**Run 1: the metal 1 layer**

Scale bar: 50 um.
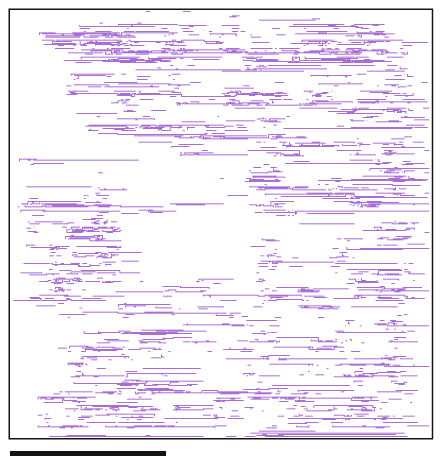
**Run 1: the metal 2 layer**

Scale bar: 50 um. Cells faint in the background.
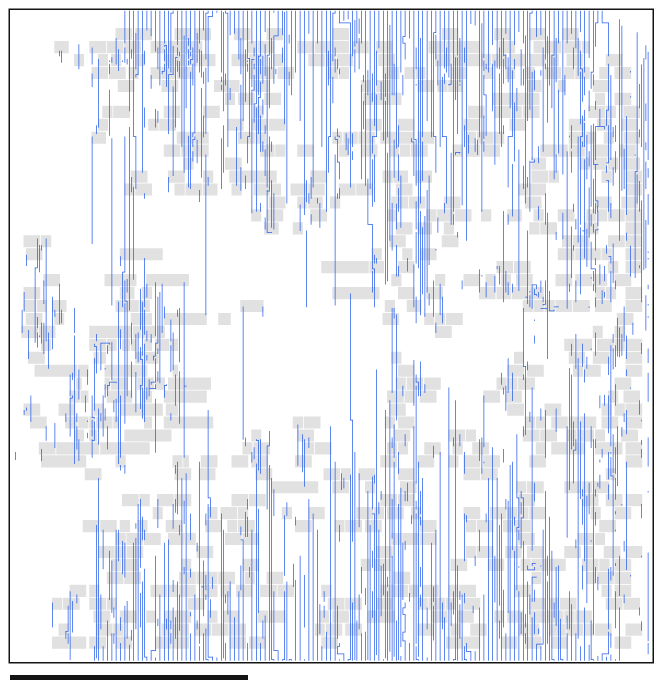
**Run 1: signal wires on met3**

Scale bar: 50 um. Cells faint in the background.
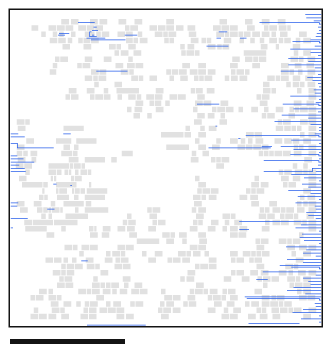
**Run 1: M4 wires**

Scale bar: 50 um.
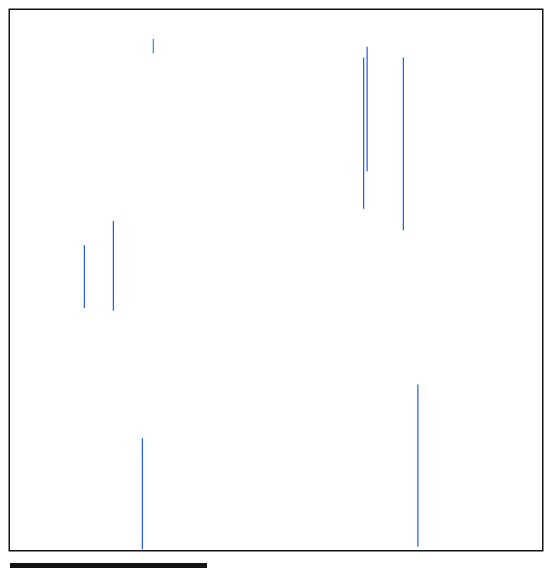
## src/rtl/snoop_bus_arbiter.sv

```systemverilog
// snoop_bus_arbiter
//   Round-robin arbiter for a shared snooping bus with a bounded tenure.
//   The current owner's address and operation are broadcast to every other
//   core. The OR of the snoopers' hit flags is returned to the owner. Flush
//   data from the lowest-index flushing snooper is routed to the owner and
//   to the memory write-back port. An owner eviction flush takes precedence
//   on the write-back port.
// Ports:
//   clk, reset             clock, asynchronous active-high reset
//   req_core               per-core bus request
//   grant, busy, owner_id  registered grant state
//   core_*_out             per-core bus / snoop response inputs (slice i = core i)
//   core_*_in              per-core data / snoop broadcast outputs
//   mem_wr_en/address/wdata  memory write-back port
module snoop_bus_arbiter #(
    parameter int NUM_CORES  = 2,
    parameter int DATA_WIDTH = 32,
    parameter int ADDR_WIDTH = 32,
    parameter int MAX_HOLD   = 16
) (
    input  logic                            clk,
    input  logic                            reset,
    input  logic [NUM_CORES-1:0]            req_core,
    output logic [NUM_CORES-1:0]            grant,
    input  logic [NUM_CORES*DATA_WIDTH-1:0] core_data_out,
    input  logic [NUM_CORES*ADDR_WIDTH-1:0] core_address_out,
    input  logic [NUM_CORES*2-1:0]          core_operation_out,
    input  logic [NUM_CORES-1:0]            core_cache_hit_out,
    input  logic [NUM_CORES-1:0]            core_flush_out,
    output logic [NUM_CORES*DATA_WIDTH-1:0] core_data_in,
    output logic [NUM_CORES*ADDR_WIDTH-1:0] core_address_in,
    output logic [NUM_CORES*2-1:0]          core_operation_in,
    output logic [NUM_CORES-1:0]            core_cache_hit_in,
    output logic                            mem_wr_en,
    output logic [ADDR_WIDTH-1:0]           mem_address,
    output logic [DATA_WIDTH-1:0]           mem_wdata,
    output logic [$clog2(NUM_CORES)-1:0]    owner_id,
    output logic                            busy
);
    localparam int OW = $clog2(NUM_CORES);
    localparam int HW = $clog2(MAX_HOLD);
    localparam logic [HW-1:0] HOLD_LAST = HW'(MAX_HOLD - 1);
    localparam logic [OW-1:0] LAST_INIT = OW'(NUM_CORES - 1);

    typedef enum logic {
        IDLE = 1'b0,
        BUSY = 1'b1
    } state_t;

    state_t                 state_r;
    logic [OW-1:0]          last_owner_r;
    logic [HW-1:0]          hold_cnt_r;

    logic                   any_req_s;
    logic [OW-1:0]          winner_s;
    logic [NUM_CORES-1:0]   winner_oh_s;
    logic                   owner_req_s;
    logic                   owner_flush_s;
    logic [ADDR_WIDTH-1:0]  owner_addr_s;
    logic [1:0]             owner_op_s;
    logic [DATA_WIDTH-1:0]  owner_data_s;
    logic                   hit_any_s;
    logic                   flush_any_s;
    logic [DATA_WIDTH-1:0]  flush_data_s;

    // Round-robin search: first requester after last_owner_r, with wrap.
    always_comb begin
        any_req_s   = 1'b0;
        winner_s    = '0;
        winner_oh_s = '0;
        for (int off = 1; off <= NUM_CORES; off++) begin
            if (!any_req_s && req_core[(int'(last_owner_r) + off) % NUM_CORES]) begin
                any_req_s = 1'b1;
                winner_s  = OW'((int'(last_owner_r) + off) % NUM_CORES);
            end else begin
                any_req_s = any_req_s;
            end
        end
        winner_oh_s[winner_s] = any_req_s;
    end

    // Pick out the owner's own request, flush, address, operation and data.
    always_comb begin
        owner_req_s   = 1'b0;
        owner_flush_s = 1'b0;
        owner_addr_s  = '0;
        owner_op_s    = 2'b11;
        owner_data_s  = '0;
        for (int i = 0; i < NUM_CORES; i++) begin
            if (OW'(i) == owner_id) begin
                owner_req_s   = req_core[i];
                owner_flush_s = core_flush_out[i];
                owner_addr_s  = core_address_out[i*ADDR_WIDTH +: ADDR_WIDTH];
                owner_op_s    = core_operation_out[i*2 +: 2];
                owner_data_s  = core_data_out[i*DATA_WIDTH +: DATA_WIDTH];
            end else begin
                owner_req_s = owner_req_s;
            end
        end
    end

    // Combine snooper responses: OR of hits, lowest-index flusher supplies data.
    always_comb begin
        hit_any_s    = 1'b0;
        flush_any_s  = 1'b0;
        flush_data_s = '0;
        for (int i = 0; i < NUM_CORES; i++) begin
            if (OW'(i) != owner_id) begin
                hit_any_s = hit_any_s | core_cache_hit_out[i];
                if (core_flush_out[i] && !flush_any_s) begin
                    flush_any_s  = 1'b1;
                    flush_data_s = core_data_out[i*DATA_WIDTH +: DATA_WIDTH];
                end else begin
                    flush_any_s = flush_any_s;
                end
            end else begin
                hit_any_s = hit_any_s;
            end
        end
    end

    // Broadcast, hit/data return and write-back; everything quiet while idle.
    always_comb begin
        core_data_in      = '0;
        core_address_in   = '0;
        core_operation_in = {NUM_CORES{2'b11}};
        core_cache_hit_in = '0;
        mem_wr_en         = 1'b0;
        mem_address       = '0;
        mem_wdata         = '0;
        if (busy) begin
            for (int i = 0; i < NUM_CORES; i++) begin
                if (OW'(i) == owner_id) begin
                    core_data_in[i*DATA_WIDTH +: DATA_WIDTH] = flush_data_s;
                    core_cache_hit_in[i]                     = hit_any_s;
                end else begin
                    core_address_in[i*ADDR_WIDTH +: ADDR_WIDTH] = owner_addr_s;
                    core_operation_in[i*2 +: 2]                 = owner_op_s;
                end
            end
            mem_wr_en   = owner_flush_s | flush_any_s;
            mem_address = owner_addr_s;
            // An owner eviction wins the write-back port over snooper flush data.
            mem_wdata   = owner_flush_s ? owner_data_s : flush_data_s;
        end else begin
            mem_wr_en = 1'b0;
        end
    end

    // Grant FSM: one tenure at a time, forced release after MAX_HOLD cycles.
    always_ff @(posedge clk or posedge reset) begin
        if (reset) begin
            state_r      <= IDLE;
            grant        <= '0;
            busy         <= 1'b0;
            owner_id     <= '0;
            last_owner_r <= LAST_INIT;
            hold_cnt_r   <= '0;
        end else begin
            case (state_r)
                IDLE: begin
                    if (any_req_s) begin
                        state_r      <= BUSY;
                        grant        <= winner_oh_s;
                        busy         <= 1'b1;
                        owner_id     <= winner_s;
                        last_owner_r <= winner_s;
                        hold_cnt_r   <= '0;
                    end else begin
                        state_r <= IDLE;
                    end
                end
                BUSY: begin
                    // Release and forced release lead to the same dead cycle.
                    if (!owner_req_s || (hold_cnt_r == HOLD_LAST)) begin
                        state_r <= IDLE;
                        grant   <= '0;
                        busy    <= 1'b0;
                    end else begin
                        hold_cnt_r <= hold_cnt_r + HW'(1);
                    end
                end
                default: begin
                    state_r <= IDLE;
                    grant   <= '0;
                    busy    <= 1'b0;
                end
            endcase
        end
    end

endmodule

```

## config.mk

```make
export PLATFORM = sky130hd
export DESIGN_NAME = snoop_bus_arbiter
export DESIGN_NICKNAME = d
export VERILOG_FILES = /design/src/rtl/snoop_bus_arbiter.sv
export SDC_FILE = /design/constraint.sdc
export NUM_CORES = 1
export LEC_CHECK = 0
export CORE_AREA = 2 2 133 135
export DETAILED_ROUTE_END_ITERATION = 16
export DIE_AREA = 0 0 135 137
export GPL_TIMING_DRIVEN = 0
export PLACE_DENSITY_LB_ADDON = 0.05
export REMOVE_ABC_BUFFERS = 1
export SLEW_MARGIN = 10
export SYNTH_ARGS = -nofsm -noshare
export SYNTH_HDL_FRONTEND = slang
export SYNTH_SLANG_ARGS = --single-unit
```

## constraint.sdc

```tcl
create_clock -name clk -period 3.6 [get_ports clk]
set_input_delay 0.36 -clock clk [delete_from_list [all_inputs] [get_ports clk]]
set_output_delay 0.36 -clock clk [all_outputs]
set_load 0.01 [all_outputs]
```

==> impl_metrics.env, run 1 <==
# implementation run metrics
export IMPL_clock_latency_ps=240
export IMPL_max_cap_viol_count=0
export IMPL_maxSlewHeadroom_pct=45.92
export IMPL_h_tree_depth=1
export IMPL_r2r_start="state_r$_DFF_PP0_"
export IMPL_fin_crit_ps=3305
export IMPL_clockBufferDepth=2
export IMPL_criticalPathCategory="reg -> out"
export IMPL_finalPower_uw=3362
export IMPL_edf_count=0
export IMPL_required_ps=3240
export IMPL_cp_max_fo=71
export IMPL_avgSynthCellArea_um2=7.176
export IMPL_post_dp_hpwl_um=14150
export IMPL_synth_seq_share_pct=9.654
export IMPL_first_pass_iters=4
export IMPL_detail_route_antenna_nets=0
export IMPL_vias_per_cell=4.500
export IMPL_cts_buffers=3
export IMPL_cts_sinks=10
export IMPL_ff_type="dfrtp_1"
export IMPL_tightest_slew_ps=811.2
export IMPL_whs_ps=415.1
export IMPL_hold_class="in -> async"
export IMPL_powerDensity_nw_per_um2=529.1
export IMPL_finalClockSkew_ps=2.822
export IMPL_n_antenna_cell=0
export IMPL_status="complete, no violations"
export IMPL_area_delta_synth_final_pct=143.9
export IMPL_core_area_um2=17060
export IMPL_synth_distinct_cells=35
export IMPL_critPathMaxStageDelay_ps=650
export IMPL_yosysMostFrequentCell="and3_1"
export IMPL_setup_violations=0
export IMPL_grt_pass1_wl_um=25240
About 'the metal 1 layer':
nets with wire on the layer = 700
main direction = horizontal

About 'the metal 2 layer':
main direction = vertical
share of all routed wire = 54%
longest straight run = 59.8 um
nets with wire on the layer = 682

About 'signal wires on met3':
nets with wire on the layer = 132
main direction = horizontal

About 'M4 wires':
wire length on this layer = 223 um
nets with wire on the layer = 8

==> run 1: layer usage <==
layer	routed length (um)	up-vias
met1	7108	1912
met4	223	0
met3	1095	16
met2	9836	155
li1	-	1940
met5	0	-
==> run 1: final cells by class <==
type                       instances  area [um2]
fill                            1743       10700
timing repair buffer             348        3578
multi-input combinational        305        2138
tap                              225       281.5
sequential                        10       259.0
clock buffer                       4       88.84
inverter                           2       7.507
==> run 1: stage by stage <==
stage,setup TNS (ps),cell area [um2],setup slack [ps]
final,0,6354,294.7
after CTS,0,6357,11.16
after global placement,-186680,6092,-1628
after detailed placement,-6629,6270,-274.4
after floorplan,0,2387,295.5
after global routing,0,6354,142.8
==> run 1: layout by cell type, fill, tap and decap left out, drive strengths merged, types with 4 or more instances in the layout <==
master,instances
nand2,6
clkbuf,4
nand2b,5
a31oi,5
mux2i,33
and3,100
nor2b,66
clkdlybuf4s50,340
dfrtp,9
a32oi,32
a21oi,4
and2,35
buf,8
==> run 1: worst paths after layout <==
check | endpoint | slack (ps) | cells past startpoint
max in group asynchronous | last_owner_r$_DFFE_PP1P_ | 2870 | 2
worst min-delay path | grant[1]$_DFFE_PP0P_ | 420 | 2
worst min register to register | hold_cnt_r[0]$_DFFE_PP0P_ | 530 | 1
min in group clk | hold_cnt_r[0]$_DFFE_PP0P_ | 530 | 1
worst max register to register | hold_cnt_r[1]$_DFFE_PP0P_ | 2120 | 3
worst max-delay path | core_address_in[40] | 290 | 6
==> run 1: sequential cells by signal, indices dropped and copies added, names as in the netlist <==
name / cells
last_owner_r: 1
state_r: 1
busy: 1
hold_cnt_r: 4
owner_id: 1
grant: 2
==> run 1: repair_timing <==
action / 4_1_cts / 5_1_grt
setup buffers: 0 / 0
setup endpoints to repair: 32 / 0
gates resized: 1 / 0
==> run 1: power by group <==
group / leakage, uW / switching (uW) / internal (uW)
combinational: 0.00247 / 1280 / 1570
sequential: 0.000121 / 116 / 173
clock: 0.0000442 / 54.4 / 167
total: 0.00264 / 1450 / 1910
==> run 1: kinds of logic (layout without fill, tap and decap cells) <==
kind of cell             count (synthesis)  count (layout)  synth area share (%)
AND-OR/OR-AND                           52              52                 16.09
adder cells (fa/ha/maj)                  1               1                0.4802
buffers and inverters                   48             354                 8.645
flip-flops                              10              10                 9.655
multiplexers                            34              34                 13.26
AND/OR/NAND/NOR                        218             218                 51.87
**Run 1: congestion heat map**

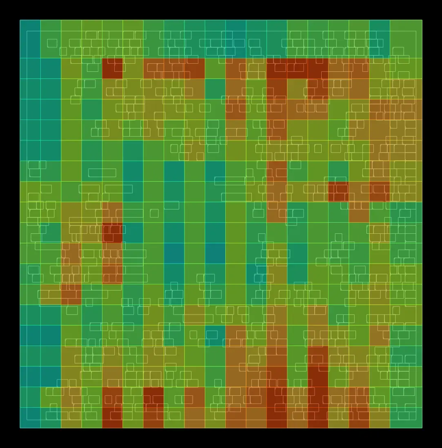

==> run 2, diff against run 1 <==
- MAX_ROUTING_LAYER: unset -> met4
- SLEW_MARGIN: 10 -> unset
**Run 2: congestion heat map**

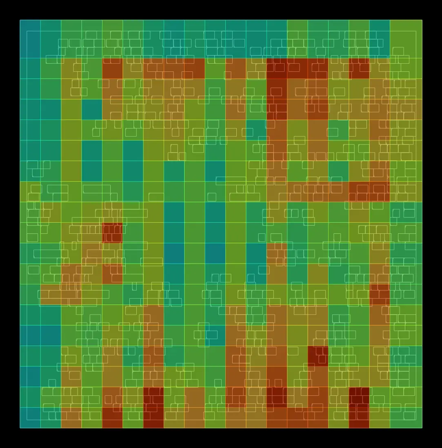
met1 Resource Use GR: 21.79%
gr usage total: 18.48%
GRT met3 Usage: 2.667%
Finished Core Util: 36.99%

**Run 2: signal wires on met3**

Scale bar: 50 um. Cells faint in the background.
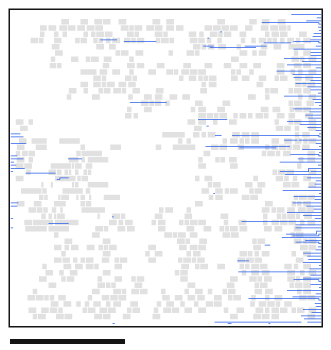
main direction = horizontal
share of all routed wire = 5.9%

**Run 2: the metal 1 layer**

Scale bar: 50 um.
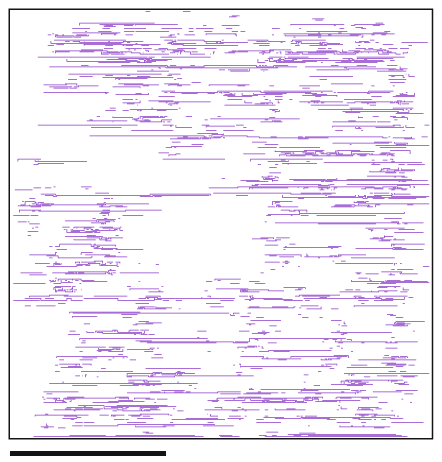
wire length on this layer = 7,460 um
longest straight run = 54.3 um
nets with wire on the layer = 701
share of all routed wire = 40%
main direction = horizontal

==> run 2 against run 1 <==
Via count rose by 0.67%. Flip-flop count did not move. Maximum frequency fell by 0.82%. Clock power fell by 8%. Hold slack got worse by 1.1 ps. Critical endpoint is now mem_wdata[22]. Largest cell class unchanged. Highest routed layer unchanged.
==> impl_metrics.env, run 2 <==
# implementation run metrics
export IMPL_finalClockSkew_ps=3.795
export IMPL_core_area_um2=17060
export IMPL_largestRegisters="hold_cnt_r x4, grant x2"
export IMPL_pwr_share_clk_pct=6.1
export IMPL_ff_latch_area_um2=259.0
export IMPL_vias_per_cell=4.525
export IMPL_avgSynthCellArea_um2=7.176
export IMPL_pwr_share_comb_pct=80.2
export IMPL_lay_top_count="clkdlybuf4s50_1"
export IMPL_max_cap_viol_count=0
export IMPL_critPathMaxStageDelay_ps=880
export IMPL_powerDensity_nw_per_um2=527.8
export IMPL_edf_count=0
export IMPL_largest_reg_flops=4
export IMPL_grt_pass1_wl_um=25500
export IMPL_reg2reg_slack_ps=1650
export IMPL_r2r_start="owner_id$_DFFE_PP0P_"
export IMPL_synth_seq_share_pct=9.654
export IMPL_switchingPower_uw=1476
export IMPL_tns_ps=0
export IMPL_pwr_share_seq_pct=13.7
export IMPL_clock_latency_ps=240
export IMPL_n_fill_cell=1757
export IMPL_setup_violations=0
export IMPL_cts_buffers=3
export IMPL_cts_sinks=10
export IMPL_combGateArea_um2=2143
export IMPL_criticalPathCategory="in -> out"
export IMPL_fin_crit_ps=3333
export IMPL_area_delta_synth_final_pct=142.2
export IMPL_ff_type="dfrtp_1"
export IMPL_first_pass_iters=4
export IMPL_whs_ps=414.0
export IMPL_tightest_slew_ps=1308
export IMPL_regToRegEndpoint="hold_cnt_r[2]$_DFFE_PP0P_"
export IMPL_status="complete, no violations"
[run 2: cell types whose count changed in the layout (fill, tap and decap cells not counted), sizes merged]
cell | previous run | this run
buf | 8 | 6
clkdlybuf4s15 | 0 | 1
diode | 0 | 2
[run 2: cell type report]
type,count,area share [%]
Antenna cell,2,0.07933
Inverter,2,0.1190
Tap cell,225,4.463
Clock buffer,4,1.250
Multi-Input combinational cell,305,33.97
Timing Repair Buffer,347,56.01
Sequential cell,10,4.106
[run 2: worst max-delay path by stage]
| stage | startpoint | end | slack (ps) | cells past startpoint |
|---|---|---|---|---|
| detailed placement | core_flush_out[0] | mem_wdata[22] | -230 | 5 |
| finish | core_flush_out[0] | mem_wdata[22] | 270 | 5 |
| CTS | core_flush_out[0] | mem_wdata[22] | 40 | 5 |
| global route | core_flush_out[0] | mem_wdata[22] | 100 | 5 |
| floorplan | owner_id$_DFFE_PP0P_ | mem_wdata[0] | 300 | 3 |
| global placement | owner_id$_DFFE_PP0P_ | mem_wdata[0] | -1630 | 4 |
[run 2: metrics by stage]
step	total power (uW)	area, um2	util [%]
2_1_floorplan	1463	2387	-
3_3_place_gp	3092	6092	35.72
3_5_place_dp	3105	6200	36.35
4_1_cts	3322	6277	36.80
5_1_grt	3535	6306	36.97
6_report	3330	6309	36.99
[run 2: kinds of logic (layout without fill, tap and decap cells)]
group,after synthesis,in the layout,share of synthesized area (%)
simple gates,218,218,51.87
compound gates,52,52,16.09
buf+inv,48,353,8.645
mux,34,34,13.26
flops,10,10,9.655
fa+ha+maj,1,1,0.4802
other cells,0,2,0
[run 2: repair_timing]
item / CTS / global route
setup buffers: 0 / 1
resized: 1 / 2
setup endpoints to repair: 32 / 55
[run 2: worst register-to-register path: stages (launching register included)]
cell,delay [ps]
dfrtp_4,1040
mux2i_1,390
nor3_1,110
a311oi_1,310
[run 2: metal layers]
| layer | vias to the layer above | part of all wire [%] |
|---|---|---|
| met4 | 0 | 1.5 |
| met2 | 152 | 53 |
| li1 | 1935 | - |
| met3 | 17 | 5.9 |
| met5 | - | 0 |
| met1 | 1946 | 40 |
[run 2: power groups by stage]
stage	Clock [uW]	Sequential (uW)	Combinational, uW
after detailed placement	0	515	2590
after global routing	212	490	2830
after floorplan	0	379	1080
after global placement	0	504	2590
final	204	457	2670
after CTS	209	515	2600
**Run 2: M4 wires**

Scale bar: 50 um.
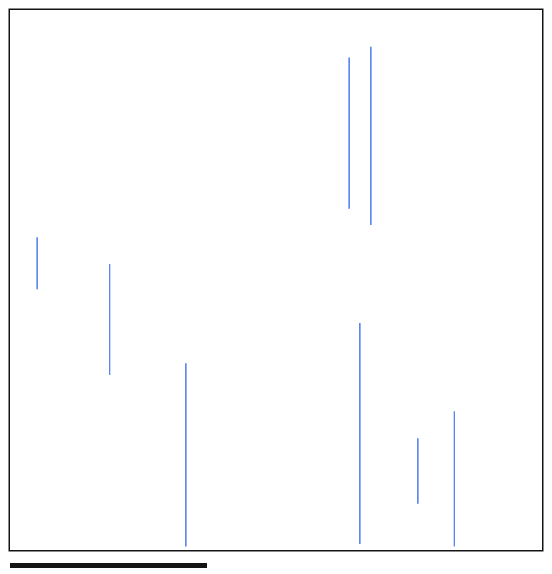

==> run 3, diff against run 2 <==
- SLEW_MARGIN: unset -> 40
**Run 3: M4 wires**

Scale bar: 50 um.
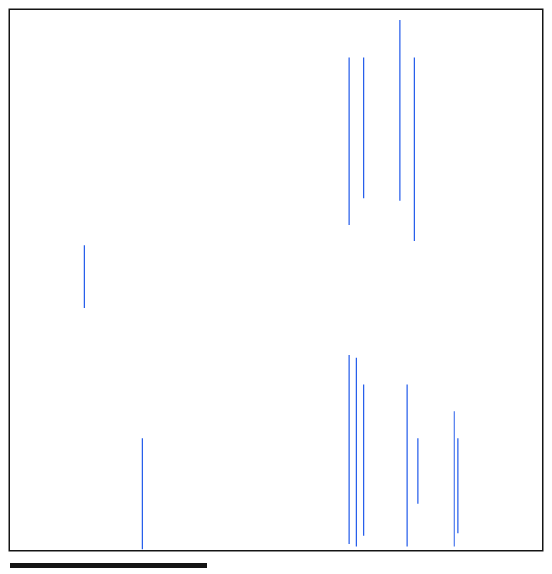
wire length on this layer = 461 um
main direction = vertical
share of all routed wire = 2.5%
nets with wire on the layer = 13

**Run 3: signal wires on met3**

Scale bar: 50 um. Cells faint in the background.
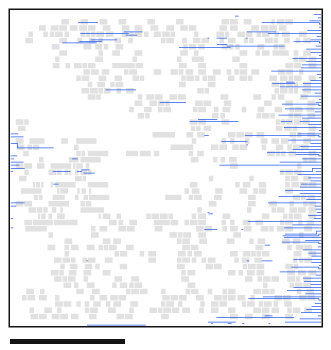
wire length on this layer = 1,380 um
main direction = horizontal
longest straight run = 43.9 um

**Run 3: congestion heat map**

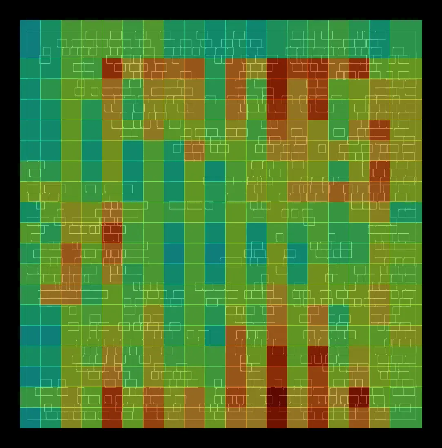
GRT met3 Usage: 3.111%
WL/cell: 20.56 um
GR Util met2: 32.91%

==> run 3 against run 2 <==
Flip-flop count unchanged. Sequential share of layout area about the same. Clock-buffer cell count unchanged. Register-to-register slack better by 420 ps. Non-clock buffer count up 3. Final area up 0.71%. Routed wire length down 2.0%. Critical path depth down 1. Global-route usage down 0.11 points. Hold slack better by 0.78 ps. First-iteration DRC count down 20%. Largest cell class unchanged. Largest power group unchanged.
==> impl_metrics.env, run 3 <==
# implementation run metrics
export IMPL_dp_slack_ps=658.0
export IMPL_synth_distinct_cells=35
export IMPL_cts_sinks=10
export IMPL_criticalPathCategory="reg -> out"
export IMPL_rr_worst_depth=3
export IMPL_tightest_slew_ps=727.5
export IMPL_swShare_pct=43.53
export IMPL_ff_type="dfrtp_1"
export IMPL_detail_route_antenna_nets=0
export IMPL_avgSynthCellArea_um2=7.176
export IMPL_post_cts_buffers=0
export IMPL_clock_latency_ps=230
export IMPL_cp_depth=4
export IMPL_hold_class="in -> async"
export IMPL_worstSetupStartpoint="owner_id$_DFFE_PP0P_"
export IMPL_area_delta_synth_final_pct=143.9
export IMPL_max_cap_viol_count=0
export IMPL_p_int_uw=1895
export IMPL_worstSetupEndpoint="core_data_in[58]"
export IMPL_synth_seq_share_pct=9.654
export IMPL_setup_violations=0
export IMPL_cp_max_fo=44
export IMPL_switchingPower_uw=1461
export IMPL_cts_resized=0
export IMPL_pwr_share_seq_pct=10.8
export IMPL_final_cell_mix="340 x clkdlybuf4s50_1, 100 x and3_1, 65 x nor2b_1"
export IMPL_grt_usage_pct=18.38
export IMPL_h_tree_depth=1
export IMPL_maxSlewHeadroom_pct=51.50
export IMPL_vias_per_cell=4.521
export IMPL_reg2reg_slack_ps=2070
export IMPL_core_area_um2=17060
export IMPL_clockBufferDepth=2
export IMPL_largest_reg_flops=4
export IMPL_pwr_share_clk_pct=5.9
export IMPL_top_register="hold_cnt_r"
export IMPL_largestRegisters="hold_cnt_r x4, grant x2"
export IMPL_n_antenna_cell=0
export IMPL_critPathMaxStageDelay_ps=690
export IMPL_worst_slack_ps=492.3
export IMPL_status="complete, no violations"
export IMPL_cts_buffers=3
export IMPL_required_ps=3240
export IMPL_edf_count=0
export IMPL_stdcell_area_um2=6354
export IMPL_finalClockSkew_ps=2.011
export IMPL_post_dp_hpwl_um=14270
[run 3: metal layers]
layer | wire (um) | GRT usage, % | vias up
met5 | 0 | - | -
met2 | 9688 | 32.91 | 183
met1 | 6890 | 21.23 | 1907
li1 | - | - | 1935
met3 | 1384 | 3.111 | 26
met4 | 461 | 4.977 | 0
[run 3: cell families after synthesis]
| group | Yosys count | synth area share (%) |
|---|---|---|
| simple gates | 218 | 51.87 |
| flops | 10 | 9.655 |
| compound gates | 52 | 16.09 |
| fa+ha+maj | 1 | 0.4802 |
| mux | 34 | 13.26 |
| buf+inv | 48 | 8.645 |
[run 3: stage by stage]
stage / hold WS [ps] / setup TNS, ps / utilization [%] / power [uW] / instances
floorplan: 199.5 / 0 / - / 1463 / 317
global placement: 507.8 / -186680 / 35.72 / 3092 / 884
detailed placement: 529.5 / 0 / 36.79 / 3189 / 892
CTS: 432.4 / 0 / 37.25 / 3400 / 896
global route: 468.9 / 0 / 37.25 / 3561 / 896
finish: 414.8 / 0 / 37.25 / 3355 / 896
[run 3: area by class of cell]
| type | count | area (um2) |
|---|---|---|
| Clock buffer | 4 | 78.83 |
| Fill cell | 1784 | 10700 |
| Inverter | 2 | 7.507 |
| Multi-Input combinational cell | 305 | 2138 |
| Sequential cell | 10 | 259.0 |
| Tap cell | 225 | 281.5 |
| Timing Repair Buffer | 350 | 3588 |
[run 3: worst min-delay path by stage]
| stage | cells past startpoint | slack, ps | from | endpoint |
|---|---|---|---|---|
| CTS | 2 | 430 | reset | hold_cnt_r[0]$_DFFE_PP0P_ |
| global placement | 1 | 510 | hold_cnt_r[0]$_DFFE_PP0P_ | hold_cnt_r[0]$_DFFE_PP0P_ |
| detailed placement | 2 | 530 | last_owner_r$_DFFE_PP1P_ | last_owner_r$_DFFE_PP1P_ |
| floorplan | 1 | 200 | reset | busy$_DFFE_PP0P_ |
| global route | 2 | 470 | reset | hold_cnt_r[0]$_DFFE_PP0P_ |
| finish | 2 | 410 | reset | hold_cnt_r[0]$_DFFE_PP0P_ |
[run 3: power groups by stage]
stage | registers [uW] | clock network, uW | logic [uW]
2_1_floorplan | 379 | 0 | 1080
3_3_place_gp | 504 | 0 | 2590
3_5_place_dp | 369 | 0 | 2820
4_1_cts | 369 | 205 | 2830
5_1_grt | 392 | 211 | 2960
6_report | 364 | 199 | 2790
Power is estimated from default activity; no workload was simulated.
